### config.mk
export PLATFORM = sky130hd
export DESIGN_NAME = sram_arbiter
export DESIGN_NICKNAME = d
export VERILOG_FILES = /design/src/rtl/sram_arbiter_pkg.sv /design/src/rtl/sram_cycle_timer.sv /design/src/rtl/sram_arbiter.sv
export SDC_FILE = /design/constraint.sdc
export NUM_CORES = 1
export LEC_CHECK = 0
export CORE_MARGIN = 1
export CORE_UTILIZATION = 47
export CTS_BUF_LIST = sky130_fd_sc_hd__clkbuf_4 sky130_fd_sc_hd__clkbuf_8
export CTS_CLUSTER_SIZE = 25
export DETAILED_ROUTE_END_ITERATION = 7
export PLACE_DENSITY_LB_ADDON = 0.15
export SLEW_MARGIN = 20
export SYNTH_ARGS = -nofsm -noshare
export SYNTH_HDL_FRONTEND = slang
export SYNTH_SLANG_ARGS = --single-unit
### constraint.sdc
create_clock -name avr_clk -period 3.3 [get_ports avr_clk]
set_clock_uncertainty 0.05 [all_clocks]
set_input_delay 0.99 -clock avr_clk [delete_from_list [all_inputs] [get_ports avr_clk]]
set_output_delay 0.99 -clock avr_clk [all_outputs]
set_load 0.02 [all_outputs]
### src/rtl/sram_arbiter_pkg.sv
// rtl/sram_arbiter_pkg.sv - shared state encodings and owner codes for the SRAM arbiter
package sram_arbiter_pkg;

  typedef enum logic [1:0] {
    ST_IDLE   = 2'd0,
    ST_SETUP  = 2'd1,
    ST_ACCESS = 2'd2,
    ST_HOLD   = 2'd3
  } state_t;

  localparam logic OWNER_AVR  = 1'b0;
  localparam logic OWNER_SNES = 1'b1;

endpackage

### src/rtl/sram_cycle_timer.sv
// rtl/sram_cycle_timer.sv - loadable 4-bit down-counter timing the SRAM strobe width
module sram_cycle_timer (
  input  logic       clk,
  input  logic       rst_n,
  input  logic       load,
  input  logic [3:0] load_val,
  input  logic       en,
  output logic       done
);

  logic [3:0] count;

  always_ff @(posedge clk or negedge rst_n) begin
    if (!rst_n) begin
      count <= 4'd0;
    end else if (load) begin
      count <= load_val;
    end else if (en && (count != 4'd0)) begin
      count <= count - 4'd1;
    end
  end

  assign done = (count == 4'd0);

endmodule

### src/rtl/sram_arbiter.sv
// rtl/sram_arbiter.sv - shares one SRAM between the AVR port and the SNES read port
module sram_arbiter
  import sram_arbiter_pkg::*;
#(
  parameter int ADDR_W      = 21,
  parameter int DATA_W      = 8,
  parameter int WAIT_CYCLES = 2,
  parameter int STARVE_MAX  = 4
) (
  input  logic              avr_clk,
  input  logic              avr_reset_n,
  input  logic              avr_req,
  input  logic              avr_we,
  input  logic [ADDR_W-1:0] avr_addr,
  input  logic [DATA_W-1:0] avr_wdata,
  output logic [DATA_W-1:0] avr_rdata,
  output logic              avr_ack,
  input  logic              snes_req,
  input  logic [ADDR_W-1:0] snes_addr,
  output logic [DATA_W-1:0] snes_rdata,
  output logic              snes_ack,
  output logic [ADDR_W-1:0] sram_addr,
  input  logic [DATA_W-1:0] sram_data_i,
  output logic [DATA_W-1:0] sram_data_o,
  output logic              sram_data_oe,
  output logic              sram_ce_n,
  output logic              sram_oe_n,
  output logic              sram_we_n,
  output logic              owner
);

  localparam int SC_W = $clog2(STARVE_MAX + 1);

  state_t          state, state_nx;
  logic            acc_we, cur_we;
  logic            grant_avr, grant_snes;
  logic            timer_done, last_access;
  logic [SC_W-1:0] starve;

  sram_cycle_timer u_timer (
    .clk      (avr_clk),
    .rst_n    (avr_reset_n),
    .load     (state == ST_SETUP),
    .load_val (4'(WAIT_CYCLES - 1)),
    .en       (state == ST_ACCESS),
    .done     (timer_done)
  );

  // SNES wins ties until the AVR has been passed over STARVE_MAX times
  always_comb begin
    grant_avr  = 1'b0;
    grant_snes = 1'b0;
    if (state == ST_IDLE) begin
      if (avr_req && (!snes_req || (starve == SC_W'(STARVE_MAX)))) begin
        grant_avr = 1'b1;
      end else if (snes_req) begin
        grant_snes = 1'b1;
      end
    end
  end

  always_comb begin
    state_nx = state;
    unique case (state)
      ST_IDLE:   if (grant_avr || grant_snes) state_nx = ST_SETUP;
      ST_SETUP:  state_nx = ST_ACCESS;
      ST_ACCESS: if (timer_done) state_nx = ST_HOLD;
      ST_HOLD:   state_nx = ST_IDLE;
      default:   state_nx = ST_IDLE;
    endcase
  end

  assign cur_we      = grant_avr ? avr_we : (grant_snes ? 1'b0 : acc_we);
  assign last_access = (state == ST_ACCESS) && timer_done;

  // strobes are computed from the next state so every pin comes straight off a flop
  always_ff @(posedge avr_clk or negedge avr_reset_n) begin
    if (!avr_reset_n) begin
      state        <= ST_IDLE;
      acc_we       <= 1'b0;
      starve       <= '0;
      owner        <= OWNER_AVR;
      sram_addr    <= '0;
      sram_data_o  <= '0;
      sram_data_oe <= 1'b0;
      sram_ce_n    <= 1'b1;
      sram_oe_n    <= 1'b1;
      sram_we_n    <= 1'b1;
      avr_ack      <= 1'b0;
      snes_ack     <= 1'b0;
      avr_rdata    <= '0;
      snes_rdata   <= '0;
    end else begin
      state        <= state_nx;
      acc_we       <= cur_we;
      sram_ce_n    <= !((state_nx == ST_SETUP) || (state_nx == ST_ACCESS));
      sram_oe_n    <= !((state_nx == ST_ACCESS) && !cur_we);
      sram_we_n    <= !((state_nx == ST_ACCESS) && cur_we);
      sram_data_oe <= cur_we && (state_nx != ST_IDLE);
      avr_ack      <= last_access && (owner == OWNER_AVR);
      snes_ack     <= last_access && (owner == OWNER_SNES);
      if (grant_avr || grant_snes) begin
        owner     <= grant_snes ? OWNER_SNES : OWNER_AVR;
        sram_addr <= grant_snes ? snes_addr : avr_addr;
      end
      if (grant_avr && avr_we) sram_data_o <= avr_wdata;
      if (last_access && !acc_we) begin
        if (owner == OWNER_SNES) snes_rdata <= sram_data_i;
        else                     avr_rdata  <= sram_data_i;
      end
      if (grant_avr || ((state == ST_IDLE) && !avr_req)) begin
        starve <= '0;
      end else if (grant_snes && (starve != SC_W'(STARVE_MAX))) begin
        starve <= starve + 1'b1;
      end
    end
  end

endmodule

==> flow_summary.yaml <==
# implementation run metrics
run_status:
  status: "finished clean"
global_route:
  grt_util_met1_pct: 27.0
  initial_antenna_violation_count: 0
  gr-usage-met2_pct: 34.3
  number_of_global_route_vias_before_repair: 2034
  grtUsageMet3_pct: 4.53
  grt_start_max_net_pins: 35
  gr-total-overflow: 0
  grt_first_pass_wirelength_mm: 9.81
  top_usage_layer: "met2"
worst_setup_path:
  worstPathBufferInverterCount: 1
  critPathCaptureType: "primary output"
  reg2reg_from: "u_timer.count[0]"
  worstReg2RegEnd: "avr_rdata[1]"
  reg2reg_slack_ps: 1010
  slowest_stage: "sky130_fd_sc_hd__clkdlybuf4s50_1"
  cell_family_with_most_cp_delay: "buffers and inverters"
  crit_arrival_ps: 1440
  path_max_fanout: 1
  endpoint: "sram_we_n"
  critPathKind: "reg2out"
  cp_cell_sequence: "clkdlybuf4s50_1"
  worst_path_largest_cell_delay_ps: 590
  cp-start-kind: "flip-flop"
pwr:
  power_clock_uw: 615
  power.net_switching_uw: 1490
  share_seq_of_total_power_pct: 32.9
  power.share.clock_pct: 14.9
  seq_power_uw: 1350
  power.internal_uw: 2630
  sw_frac_of_total_pct: 36.1
  static-leakage-power_uw: 0.00179
  power.share.combinational_pct: 52.1
run:
  number_of_warning_messages_in_the_logs: 32
  cap_violations: 0
synthesis:
  synth-cells-yosys: 204
  yosysTopAreaCell: "sky130_fd_sc_hd__dfrtp_1"
  netlist.top_cell.by_instances: "sky130_fd_sc_hd__dfrtp_1"
  ys_dominant_reg_cell: "sky130_fd_sc_hd__dfrtp_1"
  synth_flop_count: 62
  synthCells: 204
  synth_chip_area_mm2: 0.00273
  synthTopCellsByCount: "sky130_fd_sc_hd__dfrtp_1, sky130_fd_sc_hd__nand2b_1, sky130_fd_sc_hd__o221a_2"
  synth-warning-count: 0
  postSynthSeqShare_pct: 56.9
  synthArstFlopShare_pct: 100
  postSynthNetCount: 277
  area_share_of_xor_xnor_cells_in_the_synthesized_design_pct: 0.321
  cell_area_after_technology_mapping_mm2: 0.00273
final_layout:
  finish.cell_count_without_fillers: 399
  layout-area-overhead-vs-synth_pct: 51.4
  largest_reg_flops: 21
  fin_nets: 395
  comb_area_share_pct: 26.4
  layout.sequential_cells: 62
  layout.comb_gates.multi_input: 122
  logic_area_mm2: 0.00109
  buffer_area_share_pct: 28.5
  n_all_buffers: 118
  layout_top_cells: "sky130_fd_sc_hd__clkdlybuf4s50_1, sky130_fd_sc_hd__dfrtp_1, sky130_fd_sc_hd__nand2b_1, sky130_fd_sc_hd__o221a_2, sky130_fd_sc_hd__mux2_2"
  num_antenna_cells: 0
  clkbuf_count: 12
  largest_cell_class: "registers"
  fillers: 395
  lay_top_count: "sky130_fd_sc_hd__clkdlybuf4s50_1"
  drive_above_1_share_pct: 22.6
  top_register: "sram_addr"
floorplan:
  ioPinCount: 115
  placeableCoreArea_mm2: 0.00554
  well_tap_count: 72
  initial_utilization_pct: 49.3
  floorplan.die.height_um: 78.2
  floorplan.die_area_mm2: 0.00612
timing:
  max_slew.worst_pin.slew_ps: 655
  rsz0062_at_grt: "no"
  whs_ps: 458
  finalSetupViolCount: 0
  final.period_utilization_pct: 75.2
  worst_slack_ps: 817
  min_period_ps: 2480
min_path:
  whs_endpoint: "sram_data_o[6]"
  hp-start: "sram_data_o[6]"
  worstHoldPathType: "reg2reg"
clock_tree:
  ctsRootBufferMaster: "sky130_fd_sc_hd__clkbuf_8"
  cts_tree: "built"
  clock_transition_at_path_regs_ps: 70
  htree_num_levels: 3
  post-cts-setup-buffers: 0
  cts_resized: 0
  cts_max_path_buffers: 2
  holdBufCountCts: 0
routing:
  drt_iter0_markers: 106
  drc_errors: 0
  routed_wl_mm: 6.22
  detailroute.wirelength.met2_mm: 3.04
  detailed_route_via_count: 2072
  detailed_routing_iteration_count_for_the_pre_antenna_repair_pass: 4
  wl_met1_mm: 2.76
placed_design:
  pre_cts_slack_ps: 510
  dp_hpwl_mm: 4.52
  globalplace.congestion: 0.747
  port_buf_inserts: 114
Figure 1. Metal 2.
(6 px per um)
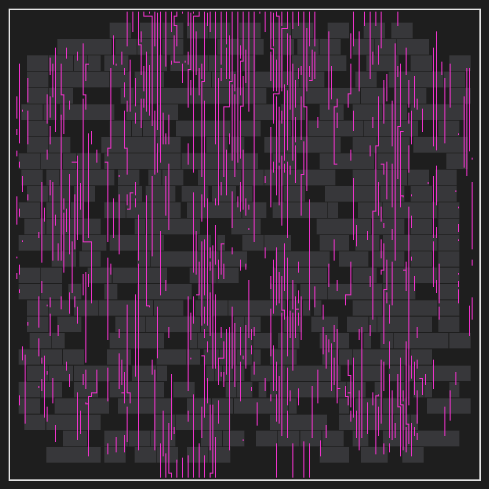
The wires run mostly vertical. The layer carries 3040 um of wire. 348 nets have wire on it. The layer holds 49% of the routed length.

Figure 2. Routing congestion map.
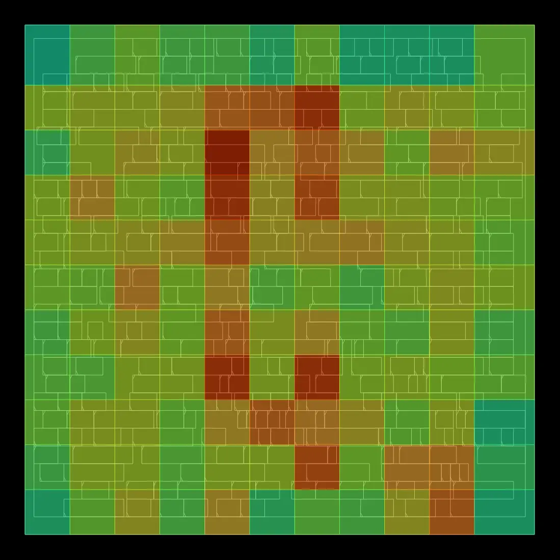
total track usage: 21.3%
wire length per cell after detailed routing: 15.6 um

Figure 3. Signal metal coverage by tile.
(4 px per um) 16 x 16 tiles, from dark blue (low) to red (high), scaled to the fullest tile. Values are wire area over tile area, all layers added.
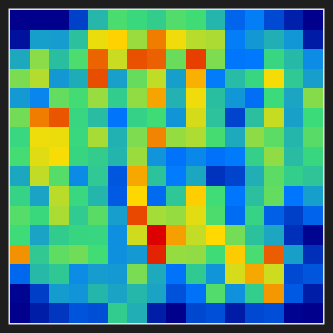
The fullest tile reaches 0.36. The mean over all tiles is 0.16. 3.9% of the tiles are nearly empty.

Figure 4. Pin map.
(6 px per um) Pins as bars across the die edge, other pins in gray.
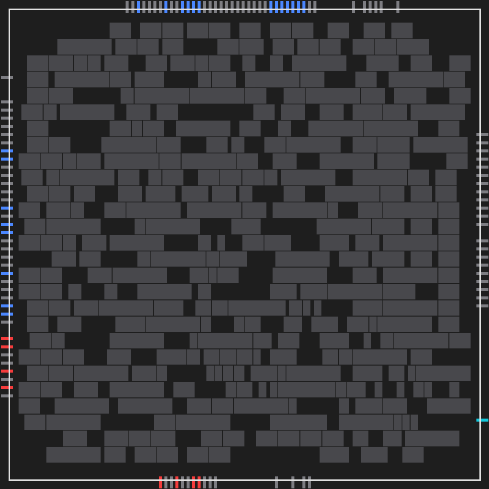
`avr_reset_n`: in cyan, pins 1, direction input, edge right. `sram_data_o`: in red, pins 8, direction output, edge 4 bottom, 4 left. `sram_addr`: in blue, pins 21, direction output, edge 13 top, 8 left.

Figure 5. M3 wires.
(6 px per um)
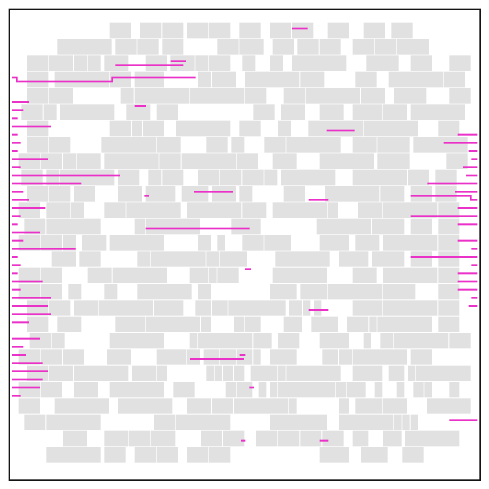
65 nets have wire on it. The wires run mostly horizontal. The longest straight run is 17.7 um.

Power is estimated from default activity; no workload was simulated.
